===== src/rtl/phase_scheduler_if.sv =====
// Signal bundle between the phase scheduler and its controller/display side.
// Inputs: TICK, AS, BS, PED_REQ. Outputs: phase state, counters and pulses.
interface phase_scheduler_if;
    logic       TICK;
    logic       AS;
    logic       BS;
    logic       PED_REQ;
    logic [3:0] state;
    logic [5:0] cnt;
    logic [5:0] A_time;
    logic [5:0] B_time;
    logic       PHASE_END;
    logic       PED_ACK;

    modport master (
        output TICK, AS, BS, PED_REQ,
        input  state, cnt, A_time, B_time, PHASE_END, PED_ACK
    );

    modport slave (
        input  TICK, AS, BS, PED_REQ,
        output state, cnt, A_time, B_time, PHASE_END, PED_ACK
    );
endinterface


===== src/rtl/phase_scheduler.sv =====
// Shared-counter phase sequencer for the A/B crossing with gap-out.
// Optional all-red pedestrian phase S8 is built when PED_PHASE_EN is defined.
module phase_scheduler #(
    parameter int G_A_STR   = 27,
    parameter int G_A_LEFT  = 12,
    parameter int G_B_STR   = 17,
    parameter int G_B_LEFT  = 7,
    parameter int Y_TIME    = 3,
    parameter int PED_TIME  = 10,
    parameter int MIN_GREEN = 5
) (
    input logic              CLK,
    input logic              RSTn,
    phase_scheduler_if.slave bus
);
    typedef enum logic [3:0] {
        S0 = 4'd0, S1 = 4'd1, S2 = 4'd2,
        S3 = 4'd3, S4 = 4'd4, S5 = 4'd5,
        S6 = 4'd6, S7 = 4'd7, S8 = 4'd8
    } phase_t;

    // Zero-length durations are stretched to one tick.
    localparam logic [5:0] D_AS =
        (G_A_STR == 0) ? 6'd1 : 6'(G_A_STR);
    localparam logic [5:0] D_AL =
        (G_A_LEFT == 0) ? 6'd1 : 6'(G_A_LEFT);
    localparam logic [5:0] D_BS =
        (G_B_STR == 0) ? 6'd1 : 6'(G_B_STR);
    localparam logic [5:0] D_BL =
        (G_B_LEFT == 0) ? 6'd1 : 6'(G_B_LEFT);
    localparam logic [5:0] D_Y =
        (Y_TIME == 0) ? 6'd1 : 6'(Y_TIME);
    localparam logic [5:0] D_PED =
        (PED_TIME == 0) ? 6'd1 : 6'(PED_TIME);
    localparam logic [7:0] MG = 8'(MIN_GREEN);
    localparam logic [7:0] Y8 = {2'b00, D_Y};
    localparam logic [7:0] AL8 = {2'b00, D_AL};
    localparam logic [7:0] BL8 = {2'b00, D_BL};
`ifdef PED_PHASE_EN
    localparam logic [3:0] LAST = 4'd8;
`else
    localparam logic [3:0] LAST = 4'd7;
`endif

    function automatic logic [5:0] dur(input phase_t s);
        case (s)
            S0:      dur = D_AS;
            S2:      dur = D_AL;
            S4:      dur = D_BS;
            S6:      dur = D_BL;
            S8:      dur = D_PED;
            default: dur = D_Y;
        endcase
    endfunction

    phase_t     state_q, state_n, nxt;
    logic [5:0] cnt_q, cnt_n;
    logic       pe_q;
    logic       legal;
    logic       gap;
    logic       ped_go;
    logic [7:0] p_add;
    logic [7:0] a_sum, b_sum;
    logic [7:0] elapsed_ok;

`ifdef PED_PHASE_EN
    logic req_q, pend_q, pend_n, ack_q;
    logic ped_edge, enter_ped;

    assign ped_edge  = bus.PED_REQ & ~req_q;
    assign ped_go    = pend_q | ped_edge;
    assign enter_ped = (state_n == S8) && (state_q != S8);
    assign pend_n    = enter_ped ? 1'b0 :
                       ped_edge  ? 1'b1 : pend_q;
    assign p_add     = pend_q ? {2'b00, D_PED} : 8'd0;

    always_ff @(posedge CLK or negedge RSTn) begin
        if (!RSTn) begin
            req_q  <= 1'b0;
            pend_q <= 1'b0;
            ack_q  <= 1'b0;
        end else begin
            req_q  <= bus.PED_REQ;
            pend_q <= pend_n;
            ack_q  <= enter_ped;
        end
    end

    assign bus.PED_ACK = ack_q;
`else
    logic unused_ped;

    assign unused_ped  = bus.PED_REQ;
    assign ped_go      = 1'b0;
    assign p_add       = 8'd0;
    assign bus.PED_ACK = 1'b0;
`endif

    assign legal = (state_q <= LAST);

    // Elapsed ticks D-cnt compared without risking underflow.
    assign elapsed_ok = {2'b00, cnt_q} + MG;
    assign gap = bus.TICK &&
                 ({2'b00, dur(state_q)} >= elapsed_ok) &&
                 (((state_q == S0) && !bus.AS && bus.BS) ||
                  ((state_q == S4) && bus.AS && !bus.BS));

    always_comb begin
        nxt = S0;
        case (state_q)
            S0:      nxt = S1;
            S1:      nxt = S2;
            S2:      nxt = S3;
            S3:      nxt = S4;
            S4:      nxt = S5;
            S5:      nxt = S6;
            S6:      nxt = S7;
            S7:      nxt = ped_go ? S8 : S0;
            default: nxt = S0;
        endcase
    end

    always_comb begin
        state_n = state_q;
        cnt_n   = cnt_q;
        if (!legal) begin
            state_n = S0;
            cnt_n   = D_AS;
        end else if (bus.TICK) begin
            if (cnt_q <= 6'd1 || gap) begin
                state_n = nxt;
                cnt_n   = dur(nxt);
            end else begin
                cnt_n = cnt_q - 6'd1;
            end
        end
    end

    always_ff @(posedge CLK or negedge RSTn) begin
        if (!RSTn) begin
            state_q <= S0;
            cnt_q   <= D_AS;
            pe_q    <= 1'b0;
        end else begin
            state_q <= state_n;
            cnt_q   <= cnt_n;
            pe_q    <= (state_n != state_q);
        end
    end

    always_comb begin
        a_sum = {2'b00, cnt_q};
        b_sum = {2'b00, cnt_q};
        case (state_q)
            S0: b_sum = a_sum + Y8 + Y8 + AL8 + p_add;
            S1: b_sum = a_sum + Y8 + AL8 + p_add;
            S2: b_sum = a_sum + Y8 + p_add;
            S3: b_sum = a_sum + p_add;
            S4: a_sum = b_sum + Y8 + Y8 + BL8 + p_add;
            S5: a_sum = b_sum + Y8 + BL8 + p_add;
            S6: a_sum = b_sum + Y8 + p_add;
            S7: a_sum = b_sum + p_add;
            default: ;
        endcase
    end

    assign bus.state     = state_q;
    assign bus.cnt       = cnt_q;
    assign bus.A_time    = (a_sum > 8'd63) ? 6'd63 : a_sum[5:0];
    assign bus.B_time    = (b_sum > 8'd63) ? 6'd63 : b_sum[5:0];
    assign bus.PHASE_END = pe_q;
endmodule


===== src/flat_wrapper.sv =====
// flat-port wrapper written by rule: the top's interface ports become plain ports
module phase_scheduler_flat 
#(
    parameter int G_A_STR   = 27,
    parameter int G_A_LEFT  = 12,
    parameter int G_B_STR   = 17,
    parameter int G_B_LEFT  = 7,
    parameter int Y_TIME    = 3,
    parameter int PED_TIME  = 10,
    parameter int MIN_GREEN = 5
)
  (CLK, RSTn, bus_TICK, bus_AS, bus_BS, bus_PED_REQ, bus_state, bus_cnt, bus_A_time, bus_B_time, bus_PHASE_END, bus_PED_ACK);
  phase_scheduler_if bus_i ();
  input logic CLK;
  input logic RSTn;
  input wire logic [$bits(bus_i.TICK)-1:0] bus_TICK;
  input wire logic [$bits(bus_i.AS)-1:0] bus_AS;
  input wire logic [$bits(bus_i.BS)-1:0] bus_BS;
  input wire logic [$bits(bus_i.PED_REQ)-1:0] bus_PED_REQ;
  output wire logic [$bits(bus_i.state)-1:0] bus_state;
  output wire logic [$bits(bus_i.cnt)-1:0] bus_cnt;
  output wire logic [$bits(bus_i.A_time)-1:0] bus_A_time;
  output wire logic [$bits(bus_i.B_time)-1:0] bus_B_time;
  output wire logic [$bits(bus_i.PHASE_END)-1:0] bus_PHASE_END;
  output wire logic [$bits(bus_i.PED_ACK)-1:0] bus_PED_ACK;
  assign bus_i.TICK = bus_TICK;
  assign bus_i.AS = bus_AS;
  assign bus_i.BS = bus_BS;
  assign bus_i.PED_REQ = bus_PED_REQ;
  assign bus_state = bus_i.state;
  assign bus_cnt = bus_i.cnt;
  assign bus_A_time = bus_i.A_time;
  assign bus_B_time = bus_i.B_time;
  assign bus_PHASE_END = bus_i.PHASE_END;
  assign bus_PED_ACK = bus_i.PED_ACK;
  phase_scheduler #(.G_A_STR(G_A_STR), .G_A_LEFT(G_A_LEFT), .G_B_STR(G_B_STR), .G_B_LEFT(G_B_LEFT), .Y_TIME(Y_TIME), .PED_TIME(PED_TIME), .MIN_GREEN(MIN_GREEN)) u_core (.CLK(CLK), .RSTn(RSTn), .bus(bus_i));
endmodule

===== config.mk =====
export PLATFORM = sky130hd
export DESIGN_NAME = phase_scheduler_flat
export DESIGN_NICKNAME = d
export VERILOG_FILES = /design/src/rtl/phase_scheduler_if.sv /design/src/rtl/phase_scheduler.sv /design/src/flat_wrapper.sv
export SDC_FILE = /design/constraint.sdc
export NUM_CORES = 1
export LEC_CHECK = 0
export ABC_AREA = 1
export CORE_MARGIN = 2
export CORE_UTILIZATION = 30
export CTS_CLUSTER_SIZE = 40
export DETAILED_ROUTE_END_ITERATION = 7
export GPL_TIMING_DRIVEN = 0
export HOLD_SLACK_MARGIN = 0.1
export PLACE_DENSITY = 0.55
export SYNTH_ARGS = -nofsm -noshare
export SYNTH_HDL_FRONTEND = slang
export SYNTH_SLANG_ARGS = --single-unit
export TNS_END_PERCENT = 100

===== constraint.sdc =====
create_clock -name CLK -period 3.7 [get_ports CLK]
set_input_delay 0.37 -clock CLK [delete_from_list [all_inputs] [get_ports CLK]]
set_output_delay 0.37 -clock CLK [all_outputs]
set_load 0.05 [all_outputs]

Sequential cells coloured by netlist name:
Other sequential cells in the stronger grey, the rest of the logic in the fainter grey.
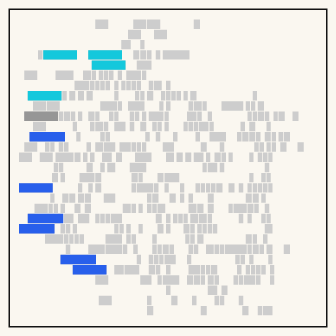
[blue] `u_core.bus.cnt` | flops: 6
[cyan] `u_core.bus.state` | flops: 4 | where: north-west
not coloured: 1
final core occ: 36.3%
sequential power: 143 uW
sequential share of cell area: 12.3%
sequential cell area: 280 um2

Cell density map:
8 x 8 tiles, from white (low) to dark blue (high), 0 to 100% covered.
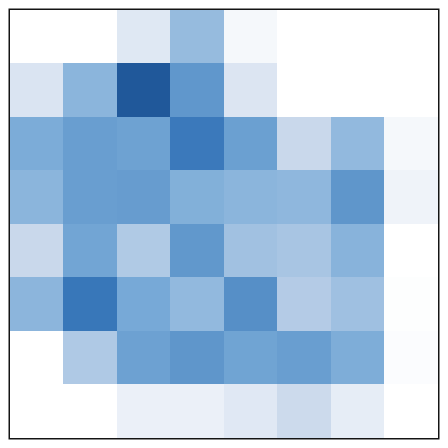
fullest tile: 84%
emptiest ninth of the die: north-east
nearly empty tiles: 23%
mean over tiles: 31%
CORE AREA: 6280 um2
fp_density: 30.6%

==> Slide: Implementation Results <==
Flow Results at a Glance

Outcome
  • Status: finished clean

Drt
  • Via count: 2179
  • Vias per cell: 4.80
  • ANT nets after route: 0
  • Drt wl/cell: 12.8 um
  • DRC errors left: 0
  • Iteration-0 DRC Markers: 143
  • Initial DRT Pass Iterations: 4
  • Post-Route WL: 5790 um

Setup path
  • CP max-delay cell: dfstp_2
  • WS Path Type: flip-flop to primary output
  • Critical Path RT: 3.33 ns
  • Crit path DAT: 3.03 ns
  • Critical-path cell list: buf_4 -> inv_2 -> ha_1 -> nand2_1 -> inv_1 -> nor2_1 -> nand2_1 -> o21ai_0 -> ha_1 -> nand3_1 -> nand2_1 -> nor2_1 -> nand2_1 -> nand2_1 -> a21oi_4 -> nand2_1 -> clkbuf_2
  • Crit-path max cell delay: 0.55 ns
  • Worst setup SP type: flip-flop
  • CP Capture Type: primary output
  • CP Max Fanout: 8

Power and ir drop
  • Max VDD drop: 0.000197 V
  • Leak pwr: 1.26 nW
  • Overall Power: 800 uW
  • PwrDens: 352 nW/um2

Synth
  • Mapped Cells: 345
  • Async set-reset flop share out of synthesis: 100%
  • Yosys cell count: 345
  • Post-Synthesis Cell Area: 1920 um2
  • Seq/Total Area, Yosys: 14.6%
  • Synth unique cells: 35
  • Ys flops: 11
  • Syn Area/Cell: 5.57 um2
  • Synthesis area per yosys: 1920 um2
  • Number of flops mapped to enable cells by yosys: 0
  • YS warnings: 0

Global routing
  • Initial antenna violation count: 0
  • GR Util All Layers: 16.9%
  • Global route overflow: 0
  • First-pass GRT wire length: 9840 um
  • Largest net degree at the start of global routing: 12
  • Vias in the first global route: 2052

STA
  • Fin Setup TNS: 0 ns
  • Period minus WS final: 3.40 ns
  • Final setup violating endpoints: 0
  • Slew margin rel.: 63.4%
  • Max Slew Vio Count: 0
  • Setup ws final: 0.304 ns
  • Setup Skew: 0.000407 ns
  • Worst-Margin Slew: 0.548 ns
  • Unrepaired setup endpoints after global routing: no
  • Crit share post-route: 91.8%
  • Final Hold Vio Count: 0

Placed design
  • RD Place Congestion: 0.941
  • Buffers added on ports: 27
  • Detailed Place HPWL: 4700 um
  • Pre-CTS WS: 0.0643 ns

Clocking
  • Number of CTS-inserted buffers: 3
  • CTS Sinks: 11
  • Setup Buffers After CTS: 0
  • Clk_lat worst skew: 0.24 ns
  • CTS root buffer: clkbuf_8
  • # hold bufs at CTS: 0
  • Clock transition at path regs: 0.05 ns
  • CTS tree: built

Flow run
  • Max_cap viols: 0
  • Tally of OpenROAD warnings: 29

Floorplan
  • Die X: 84.0 um
  • # IOs: 30
  • Die Size: 7060 um2

Finish
  • Fraction of layout cells with a size suffix above 1: 15.1%
  • Top cells excl fill/tap: 131 x nand2_1, 41 x nor2_1, 34 x inv_1
  • Most instantiated logic cell after routing: nand2_1
  • Final nets: 394
  • Antenna cells: 0
Placement view:
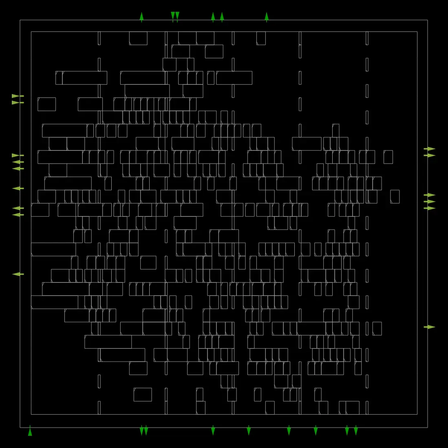
Cell Count, Final, Fillers Out: 454
Filler cells: 720
Tap Count: 77
cell row count: 29

synthesized netlist by cell type (2+ instances only):
master      n  area share, %
nor2_2      3           0.98
ha_1       10            6.5
dfrtp_1     7            9.1
nor2_4      2            1.2
o21ai_1     8            2.1
a21oi_4     2            1.7
nand2_1   131             26
o211ai_1    2           0.78
inv_1      34            6.6
inv_2      14            2.7
xor2_1      7            3.2
dfstp_2     4            5.5
o22ai_1     3           0.98
a21oi_1     7            1.8
o221ai_1    2           0.91
nand2_4     4            2.3
nand3_1    26            6.8
nor2_1     41            8.0
nand2_2     5            1.6
buf_4       4            1.6
o21ai_0    15            3.9
through the flow:
stage	hold WS, ns	util (%)	cells	cell area, um2
CTS	0.478	37.0	454	2320
finish	0.457	36.3	454	2280
global route	0.508	36.3	454	2280
global placement	0.537	36.5	450	2290
detailed placement	0.542	36.5	450	2290
floorplan	0.0744	-	346	1920
what timing repair did:
action,4_1_cts,5_1_grt
setup endpoints to repair,12,12
pin swaps,0,0
resized,12,25
per-layer routing:
layer  routed length, um  GRT usage, %
met1                2760          23.3
met2                2690          28.4
met3                 245          1.09
met4                 103          4.99
met5                   0             0
critical path, delay by kind of cell (launching register included):
kind / cells / cell delay (ns)
AND/OR/NAND/NOR: 9 / 0.82
buffers and inverters: 4 / 0.54
flip-flops: 1 / 0.55
adder cells (fa/ha/maj): 2 / 0.57
AND-OR/OR-AND: 2 / 0.29
power breakdown:
part	switching, mW	internal [mW]	total [mW]
clock network	0.0453	0.0756	0.121
logic	0.370	0.166	0.536
registers	0.0127	0.131	0.143
final cells by class:
type	instances	area (um2)
Buffer	5	41.3
Clock buffer	4	45.0
Fill cell	720	4000
Inverter	49	186
Multi-Input combinational cell	281	1420
Sequential cell	11	280
Tap cell	77	96.3
Timing Repair Buffer	27	210
sequential cells by signal, indices dropped and copies added, names as in the netlist:
signal                cells
u_core.bus.cnt            6
u_core.bus.state          4
u_core.bus.PHASE_END      1
worst paths after layout:
path	start	depth (start not counted)	slack, ns	endpoint
setup / recovery	u_core.bus.cnt[0]$_DFFE_PN1P_	17	0.30	bus_A_time[1]
hold / removal	RSTn	1	0.46	u_core.bus.state[1]$_DFF_PN0_
setup reg to reg	u_core.bus.cnt[0]$_DFFE_PN1P_	19	0.99	u_core.bus.cnt[2]$_DFFE_PN0P_
hold reg to reg	u_core.bus.cnt[4]$_DFFE_PN1P_	2	0.55	u_core.bus.cnt[4]$_DFFE_PN1P_
max in group asynchronous	RSTn	1	2.90	u_core.bus.cnt[0]$_DFFE_PN1P_
min in group CLK	u_core.bus.cnt[4]$_DFFE_PN1P_	2	0.55	u_core.bus.cnt[4]$_DFFE_PN1P_
logic make-up after synthesis:
logic type | Yosys count | share of synthesized area, %
buffers and inverters | 54 | 11.9
adders and majority gates | 10 | 6.51
other | 1 | 0.195
xor gates and xnor gates | 8 | 3.65
AOI/OAI and AO/OA | 44 | 14.2
and+or+nand+nor | 217 | 49.0
DFF | 11 | 14.6
Power figures rest on the tool's default switching activity, not on a simulated workload.
